===== src/rtl/ahb_sram_bridge_pkg.sv =====
// Shared AHB-Lite encodings and the byte-lane mask helper for the SRAM bridge.
package ahb_sram_bridge_pkg;

  typedef enum logic [1:0] {
    HTRANS_IDLE   = 2'b00,
    HTRANS_BUSY   = 2'b01,
    HTRANS_NONSEQ = 2'b10,
    HTRANS_SEQ    = 2'b11
  } htrans_e;

  localparam logic [2:0] HSIZE_BYTE = 3'b000;
  localparam logic [2:0] HSIZE_HALF = 3'b001;
  localparam logic [2:0] HSIZE_WORD = 3'b010;

  // Sizes wider than a word still enable the full 32-bit lane set.
  function automatic logic [3:0] byte_mask(input logic [2:0] hsize, input logic [1:0] addr_lo);
    logic [3:0] m;
    case (hsize)
      HSIZE_BYTE: m = 4'b0001 << addr_lo;
      HSIZE_HALF: m = addr_lo[1] ? 4'b1100 : 4'b0011;
      default:    m = 4'b1111;
    endcase
    return m;
  endfunction

endpackage


===== src/rtl/ahb_sram_bridge.sv =====
// Zero-wait-state AHB-Lite slave in front of a 1-cycle synchronous SRAM.
// Writes go through a one-entry buffer that drains whenever the SRAM port is free of reads.
module ahb_sram_bridge
  import ahb_sram_bridge_pkg::*;
#(
  parameter int AW = 10
) (
  input  logic          clk,
  input  logic          rst_n,
  input  logic          hsel,
  input  logic          hready,
  input  logic [1:0]    htrans,
  input  logic          hwrite,
  input  logic [2:0]    hsize,
  input  logic [31:0]   haddr,
  input  logic [31:0]   hwdata,
  output logic          hreadyout,
  output logic          hresp,
  output logic [31:0]   hrdata,
  output logic [AW-1:0] sram_addr,
  output logic [31:0]   sram_din,
  output logic [3:0]    sram_ben,
  output logic          sram_wren,
  input  logic [31:0]   sram_dout
);

  logic          xfer_valid;
  logic          rd_ap;
  logic          wr_ap;
  logic          drain;
  logic [AW-1:0] ap_addr;

  logic          wr_pend;
  logic [AW-1:0] wr_addr;
  logic [3:0]    wr_mask;

  logic          buf_valid;
  logic [AW-1:0] buf_addr;
  logic [3:0]    buf_mask;
  logic [31:0]   buf_data;

  logic          rd_dp;
  logic [AW-1:0] rd_addr;
  logic [AW-1:0] addr_hold;

  logic          unused_ok;

  assign xfer_valid = hsel & hready & htrans[1];
  assign rd_ap      = xfer_valid & ~hwrite;
  assign wr_ap      = xfer_valid & hwrite;
  assign ap_addr    = haddr[AW+1:2];
  assign drain      = buf_valid & ~rd_ap;
  assign unused_ok  = ^{haddr[31:AW+2], htrans[0]};

  assign hreadyout  = 1'b1;
  assign hresp      = 1'b0;
  assign sram_din   = buf_data;

  always_ff @(posedge clk or negedge rst_n) begin
    if (!rst_n) begin
      wr_pend <= 1'b0;
      wr_addr <= '0;
      wr_mask <= '0;
    end else begin
      wr_pend <= wr_ap;
      if (wr_ap) begin
        wr_addr <= ap_addr;
        wr_mask <= byte_mask(hsize, haddr[1:0]);
      end
    end
  end

  // A reload in the data phase wins over a same-cycle drain of the older entry.
  always_ff @(posedge clk or negedge rst_n) begin
    if (!rst_n) begin
      buf_valid <= 1'b0;
      buf_addr  <= '0;
      buf_mask  <= '0;
      buf_data  <= '0;
    end else if (wr_pend) begin
      buf_valid <= 1'b1;
      buf_addr  <= wr_addr;
      buf_mask  <= wr_mask;
      buf_data  <= hwdata;
    end else if (drain) begin
      buf_valid <= 1'b0;
    end
  end

  always_ff @(posedge clk or negedge rst_n) begin
    if (!rst_n) begin
      rd_dp     <= 1'b0;
      rd_addr   <= '0;
      addr_hold <= '0;
    end else begin
      rd_dp     <= rd_ap;
      addr_hold <= sram_addr;
      if (rd_ap) rd_addr <= ap_addr;
    end
  end

  always_comb begin
    sram_addr = addr_hold;
    sram_ben  = 4'b0000;
    sram_wren = 1'b0;
    if (rd_ap) begin
      sram_addr = ap_addr;
      sram_ben  = 4'b1111;
    end else if (buf_valid) begin
      sram_addr = buf_addr;
      sram_ben  = buf_mask;
      sram_wren = 1'b1;
    end
  end

  // Bytes still sitting in the buffer are newer than what the SRAM returned.
  always_comb begin
    hrdata = sram_dout;
    if (rd_dp && buf_valid && (buf_addr == rd_addr)) begin
      for (int b = 0; b < 4; b++) begin
        if (buf_mask[b]) hrdata[8*b +: 8] = buf_data[8*b +: 8];
      end
    end
  end

  // A W,W,R address sequence would overwrite an undrained entry; masters must not issue it.
  a_no_buf_overrun: assert property (@(posedge clk) disable iff (!rst_n)
                                     !(wr_pend && buf_valid && !drain));

endmodule


===== config.mk =====
export PLATFORM = sky130hd
export DESIGN_NAME = ahb_sram_bridge
export DESIGN_NICKNAME = d
export VERILOG_FILES = /design/src/rtl/ahb_sram_bridge_pkg.sv /design/src/rtl/ahb_sram_bridge.sv
export SDC_FILE = /design/constraint.sdc
export NUM_CORES = 1
export LEC_CHECK = 0
export CAP_MARGIN = 20
export CORE_MARGIN = 2
export CORE_UTILIZATION = 30
export CTS_CLUSTER_DIAMETER = 200
export CTS_CLUSTER_SIZE = 20
export DETAILED_ROUTE_END_ITERATION = 8
export HOLD_SLACK_MARGIN = 0.08
export PLACE_DENSITY_LB_ADDON = 0.05
export SLEW_MARGIN = 15
export SYNTH_ARGS = -nofsm -noshare
export SYNTH_HDL_FRONTEND = slang
export SYNTH_SLANG_ARGS = --single-unit

===== constraint.sdc =====
create_clock -name clk -period 1.9 [get_ports clk]
set_clock_uncertainty 0.05 [all_clocks]
set_input_delay 0.19 -clock clk [delete_from_list [all_inputs] [get_ports clk]]
set_output_delay 0.19 -clock clk [all_outputs]
set_load 0.01 [all_outputs]

Run 1, the metal 2 layer:
The bar under the picture is 20 um long.
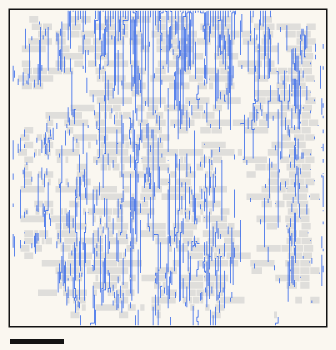
The layer carries 5050 um of wire. The wires run mostly vertical.

Run 1, met3 routing:
The bar under the picture is 20 um long.
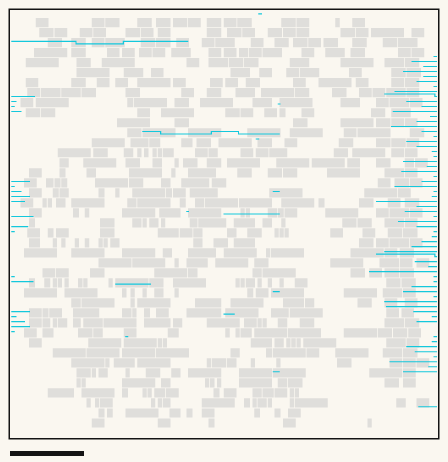
The wires run mostly horizontal. The layer holds 5.3% of the routed length. The layer carries 557 um of wire. 86 nets have wire on it.

==> flow_summary_export.csv, run 1 <==
group,metric,value,unit
routing,antenna_left,0,
final_timing,worst_pin_slew,0.5005,ns
logic_synthesis,yosysUniqueCellTypes,25,
cells_and_area,drive_above_1_share,40.45,%
die,die-area,13530,sq um
run,cap_violations,0,
clocking,clock.latency.late_pin,0.34,ns
logic_synthesis,async_flop_share,100.0,%
cells_and_area,nNetsFinal,635,
clocking,tritoncts,"yes",
logic_synthesis,top_area_cell,"dfrtp_1",
global_route,antenna_found_initial,0,
global_route,first_global_vias,3084,
final_timing,hold_viol,0,
outcome,violations,"negative setup slack",
cells_and_area,syn_to_final_growth,75.04,%
logic_synthesis,yosys_cells,310,
die,boundaryPins,187,
logic_synthesis,synthesis.area,3785,sq um
routing,wirelength,10590,um
cells_and_area,diodes,0,
logic_synthesis,avgSynthCellArea,12.21,sq um
place,place_area,5908,sq um
routing,post-route-drc-count,0,
clocking,cts-root-buf,"clkbuf_16",
outcome,outcome,"finished with violations",
logic_synthesis,synth_seq_share,54.88,%
place,placed_cells,668,
final_timing,maxSlewHeadroom,66.63,%
setup_path,path_max_fanout,8,
final_timing,tns,-17.07,ns
routing,drtPass1Iterations,4,
routing,via_per_inst,4.370,
pwr,p_leak,0.003053,uW
routing,wl_per_cell,14.99,um
die,fp.dieH,116.3,um
logic_synthesis,synth_flops,83,
run,warnings,50,
routing,drtIter0Drc,54,
setup_path,crit_required,1.66,ns
logic_synthesis,synthCells,310,
final_timing,timing.final.max_slew_violations,0,
logic_synthesis,ys_warn_count,0,
logic_synthesis,flop_cell,"dfrtp_1",
setup_path,reg2reg_slack,0.53,ns
die,fp-utilization,30.36,%
die,fp.dieW,116.3,um
final_timing,setup_violations,32,
global_route,grt_overflow,0,
cells_and_area,postLayoutCellArea,6625,sq um
cells_and_area,fillers,1123,
place,hpwl,7284,um
logic_synthesis,ys_chip_area,3785,sq um
setup_path,criticalPathCategory,"flip-flop to output port",
logic_synthesis,synth_top_cell_by_count,"dfrtp_1",
setup_path,worstPathArrival,2.26,ns
place,gp_congestion,0.7087,
final_timing,final.period_utilization,131.8,%
min_path,hold_path.class,"input pin to async pin",
final_timing,finalWorstSetupSlack,-0.6034,ns
clocking,numCtsBuffers,9,
setup_path,critPathLaunchType,"flip-flop",
place,port_buffers,163,
logic_synthesis,top_cells_by_count,"83 x dfrtp_1, 75 x mux2_2, 70 x nand2_1",
logic_synthesis,yosysTopAreaCellShare,54.88,%
pwr,fin_total_pwr,6107,uW
cells_and_area,fin_cells,706,
clocking,clkSinkCount,83,
logic_synthesis,edf_count,0,
die,placement_rows,41,
clocking,htreeDepth,3,
clocking,cts_max_path_buffers,2,
setup_path,endpoint_kind,"output port",
final_timing,fin_crit,2.503,ns
final_timing,clock.fmax,0.3995,GHz
pwr,powerDensity,921.8,nW/um^2
global_route,grt_pass1_wl,15980,um
die,core,12470,sq um
logic_synthesis,syn_nets,416,
final_timing,rsz0062_at_grt,"true",
clocking,cts.clk_slew.worst_paths,0.06,ns
logic_synthesis,area_leaders,"dfrtp_1 55%, mux2_2 22%, nand2_1 6.9%",
routing,routed-via-count,3085,
global_route,grt_max_degree,52,
Run 1, congestion heat map:
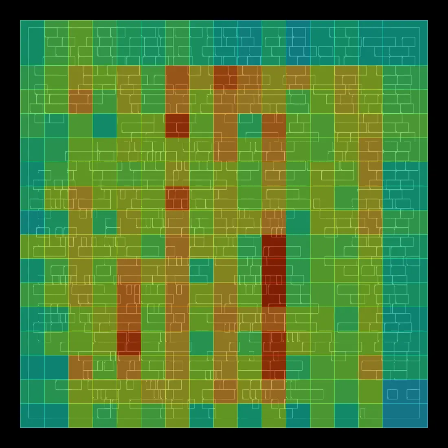
GRT met3 Usage: 2.595%
GR Util met1: 20.42%
Tot GR Track Use: 15.48%
Final Util: 53.15%
M2 GR Usage: 25.08%

Run 1, the metal 1 layer:
The bar under the picture is 20 um long.
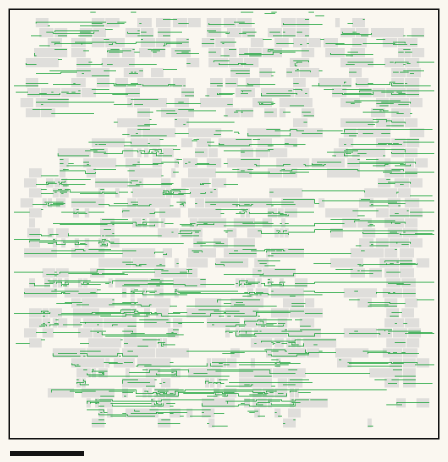
The longest straight run is 54.7 um. 529 nets have wire on it. The layer carries 4770 um of wire. The layer holds 45% of the routed length.

-- run 1: registers in the layout, indices dropped and copies added, names as in the netlist --
name,count
rd_dp,1
wr_mask,4
buf_addr,10
wr_addr,10
wr_pend,1
addr_hold,10
buf_mask,4
sram_din,32
rd_addr,10
buf_valid,1
-- run 1: cells by family (layout without fill, tap and decap cells) --
group,after synthesis,count (layout),share of synthesized area [%]
AND-OR/OR-AND,21,21,3.107
XOR/XNOR,10,10,2.314
buffers and inverters,18,242,2.016
flip-flops,83,83,54.88
multiplexers,88,88,25.85
other,2,2,0.1984
AND/OR/NAND/NOR,88,88,11.64
-- run 1: worst max-delay path, cell delays in order (launching register included) --
cell and delay, ns:
dfrtp_1 0.41, xnor2_2 0.18, nand3_2 0.12, buf_6 0.14, buf_4 0.13, nor4_4 0.21, buf_6 0.19, buf_4 0.13
mux2_4 0.29, buf_6 0.12
-- run 1: cell usage in the layout, fill, tap and decap left out, types with 3 or more instances in the layout --
master and instances:
mux2_2 49, clkbuf_8 3, buf_2 10, xnor2_2 8, buf_6 49, nor4_4 4, dlygate4sd2_1 5, dfrtp_1 82
a21o_1 3, clkdlybuf4s50_1 115, clkbuf_16 10, nand2_1 70, buf_4 37, mux2_4 29, mux2i_1 10, o21ai_0 7
buf_12 4, o21ai_1 5, nand3_2 4, nand3_1 3
-- run 1: timing repair --
action	CTS	global route
hold buffers	1	0
gates resized	258	18
setup buffers	15	5
setup endpoints to repair	47	43
pin swaps	13	5
gates cloned	0	1
endpoints found under the hold margin	32	0
-- run 1: metal layers --
layer	GRT usage, %	up-vias	part of all wire (%)
met5	0	-	0
met2	25.08	95	48
li1	-	1505	-
met3	2.595	14	5.3
met1	20.42	1471	45
met4	6.984	0	2.0
-- run 1: layout make-up --
cell class                 instances  area, sq um  share of cell area [%]
clock buffer                      14        274.0                   4.136
clock inverter                     2        10.01                  0.1511
inverter                           3        13.76                  0.2077
multi-input combinational        209         1829                   27.61
sequential                        83         2078                   31.37
tap                              172        215.2                   3.248
timing repair buffer             223         2205                   33.28
-- run 1: report_power, final --
group / switching, uW / total (uW) / internal [uW]
sequential: 291 / 2470 / 2180
clock: 676 / 1670 / 989
combinational: 756 / 1970 / 1220
-- run 1: stage by stage --
| stage | hold WS (ns) | setup WS [ns] |
|---|---|---|
| global placement | 0.1334 | -0.5239 |
| detailed placement | 0.1394 | -0.5536 |
| CTS | 0.3284 | -0.6185 |
| floorplan | -0.1556 | -0.03172 |
| finish | 0.3076 | -0.6034 |
| global route | 0.3471 | -0.7120 |
-- run 1: path summary, 6_finish.rpt --
| path | from | end | cells past startpoint |
|---|---|---|---|
| worst max register to register | wr_pend | sram_din[31] | 2 |
| worst min register to register | wr_addr[4] | wr_addr[4] | 2 |
| worst max-delay path | rd_addr[6] | hrdata[21] | 9 |
| max in group asynchronous | rst_n | wr_pend | 3 |
| min in group clk | haddr[5] | wr_addr[3] | 3 |
| worst min-delay path | rst_n | sram_din[5] | 2 |
Run 1, M4 wires:
The bar under the picture is 20 um long.
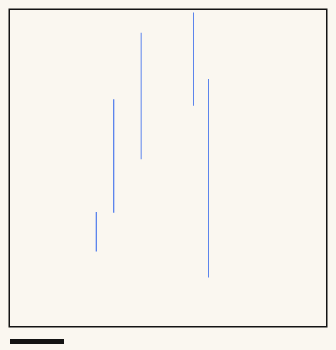

--- run 2 (diff from run 1) ---
--- a/config.mk
+++ b/config.mk
@@ -13,6 +13,7 @@
 export DETAILED_ROUTE_END_ITERATION = 8
 export HOLD_SLACK_MARGIN = 0.08
 export PLACE_DENSITY_LB_ADDON = 0.05
+export SETUP_SLACK_MARGIN = 0.1
 export SLEW_MARGIN = 15
 export SYNTH_ARGS = -nofsm -noshare
 export SYNTH_HDL_FRONTEND = slang
Run 2, M4 wires:
The bar under the picture is 20 um long.
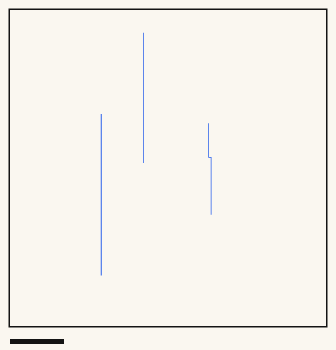
The layer carries 141 um of wire. The longest straight run is 59.2 um. The layer holds 1.3% of the routed length. The wires run mostly vertical. 2 nets have wire on it.

Run 2, the metal 1 layer:
The bar under the picture is 20 um long.
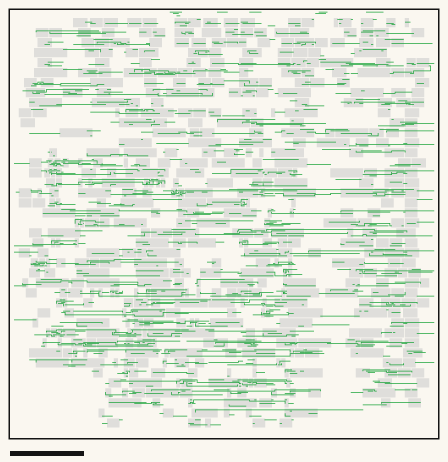
The layer holds 43% of the routed length. The longest straight run is 50.1 um. 534 nets have wire on it. The layer carries 4520 um of wire. The wires run mostly horizontal.

==> flow_summary_export.csv, run 2 <==
group,metric,value,unit
clocking,tritoncts,"yes",
cells_and_area,drive_above_1_share,40.77,%
die,fp.dieH,116.3,um
global_route,first_global_vias,3229,
pwr,p_leak,0.003067,uW
setup_path,criticalPathCategory,"flip-flop to output port",
clocking,numCtsBuffers,9,
place,port_buffers,163,
final_timing,timing.final.max_slew_violations,0,
logic_synthesis,synthCells,310,
global_route,grt_pass1_wl,16370,um
setup_path,worstPathArrival,2.19,ns
logic_synthesis,synth_top_cell_by_count,"dfrtp_1",
clocking,cts.clk_slew.worst_paths,0.06,ns
logic_synthesis,ys_warn_count,0,
routing,via_per_inst,4.415,
logic_synthesis,syn_nets,416,
setup_path,crit_required,1.66,ns
global_route,antenna_found_initial,0,
setup_path,critPathLaunchType,"flip-flop",
clocking,clock.latency.late_pin,0.33,ns
final_timing,setup_violations,32,
logic_synthesis,area_leaders,"dfrtp_1 55%, mux2_2 22%, nand2_1 6.9%",
logic_synthesis,yosysTopAreaCellShare,54.88,%
logic_synthesis,avgSynthCellArea,12.21,sq um
routing,drtIter0Drc,76,
routing,routed-via-count,3152,
routing,wl_per_cell,14.77,um
outcome,outcome,"finished with violations",
global_route,grt_use_total,15.72,%
logic_synthesis,synth_seq_share,54.88,%
die,fp.dieW,116.3,um
routing,antenna_left,0,
place,gp_congestion,0.7213,
final_timing,tns,-15.05,ns
die,placement_rows,41,
final_timing,finalWorstSetupSlack,-0.5259,ns
cells_and_area,layout_top_cell,"clkdlybuf4s50_1",
outcome,violations,"negative setup slack",
final_timing,rsz0062_at_grt,"true",
logic_synthesis,top_cells_by_count,"83 x dfrtp_1, 75 x mux2_2, 70 x nand2_1",
clocking,htreeDepth,3,
cells_and_area,flop_area,2078,sq um
cells_and_area,lay_top_cells,"111 x clkdlybuf4s50_1, 82 x dfrtp_1, 69 x nand2_1",
run,cap_violations,0,
place,place_area,5959,sq um
final_timing,final.period_utilization,127.7,%
logic_synthesis,yosys_cells,310,
cells_and_area,nNetsFinal,644,
global_route,grt_overflow,0,
run,warnings,50,
routing,wirelength,10550,um
logic_synthesis,async_flop_share,100.0,%
die,fp-utilization,30.36,%
clocking,cts_max_path_buffers,2,
cells_and_area,diodes,0,
place,hpwl,7436,um
logic_synthesis,synth_flops,83,
logic_synthesis,edf_count,0,
final_timing,clock.fmax,0.4122,GHz
final_timing,hold_viol,0,
die,core,12470,sq um
logic_synthesis,flop_cell,"dfrtp_1",
[run 2: per-layer routing]
| metal | vias up | global-route usage (%) | wire (um) |
|---|---|---|---|
| li1 | 1524 | - | - |
| met1 | 1528 | 19.79 | 4524 |
| met2 | 91 | 27.40 | 5333 |
| met3 | 9 | 2.595 | 550 |
| met4 | 0 | 5.476 | 141 |
| met5 | - | 0 | 0 |
[run 2: power by group]
group	total, uW	internal (uW)	leakage [uW]	switching [uW]
clock network	1500	881	0.000118	621
registers	2460	2180	0.00103	287
logic	1900	1150	0.00192	747
[run 2: area by class of cell]
type                    instances  area share (%)
clock buffers                  15           3.733
inverters                       3          0.2074
multi-input cells             209           27.47
flip-flops and latches         83           31.32
well taps                     172           3.243
repair buffers                232           34.03
[run 2: cell families (layout without fill, tap and decap cells)]
family,after synthesis,in the layout,synth area share [%]
compound gates,21,21,3.107
xor+xnor,10,10,2.314
buf+inv,18,250,2.016
flops,83,83,54.88
mux,88,88,25.85
other cells,2,2,0.1984
simple gates,88,88,11.64
[run 2: timing repair]
| item | CTS | global route |
|---|---|---|
| pin swaps | 11 | 7 |
| buffers inserted | 21 | 5 |
| hold buffers | 1 | 0 |
| setup endpoints to repair | 47 | 37 |
| cloned | 0 | 1 |
| endpoints found under the hold margin | 83 | 0 |
| gates resized | 250 | 30 |
[run 2: through the flow]
step	total power [uW]	util [%]	hold WS, ns	std cells
after global routing	6222	53.24	0.2540	714
after floorplan	3249	-	-0.1556	310
after detailed placement	4335	47.81	0.03027	671
after global placement	4300	47.81	0.03146	671
final	5862	53.24	0.2299	714
after CTS	5942	52.58	0.2350	708
[run 2: worst paths after layout]
path / endpoint / from / slack, ns / cells after the start
worst max register to register: buf_addr[3] / wr_pend / 0.43 / 2
min in group clk: wr_addr[9] / haddr[11] / 0.38 / 3
worst min-delay path: sram_din[3] / rst_n / 0.23 / 2
max in group asynchronous: wr_pend / rst_n / 1.01 / 3
worst min register to register: wr_mask[1] / wr_mask[1] / 0.42 / 1
worst max-delay path: hrdata[14] / buf_addr[4] / -0.53 / 7
[run 2: worst max-delay path, cell delays in order (launching register included)]
cell and delay (ns):
dfrtp_1 0.40, xnor2_2 0.25, nand3_1 0.16, nor4_4 0.34, buf_12 0.16, buf_4 0.11, mux2_4 0.30, buf_6 0.12
No activity file was given, so power comes from the tool's default toggle rates.
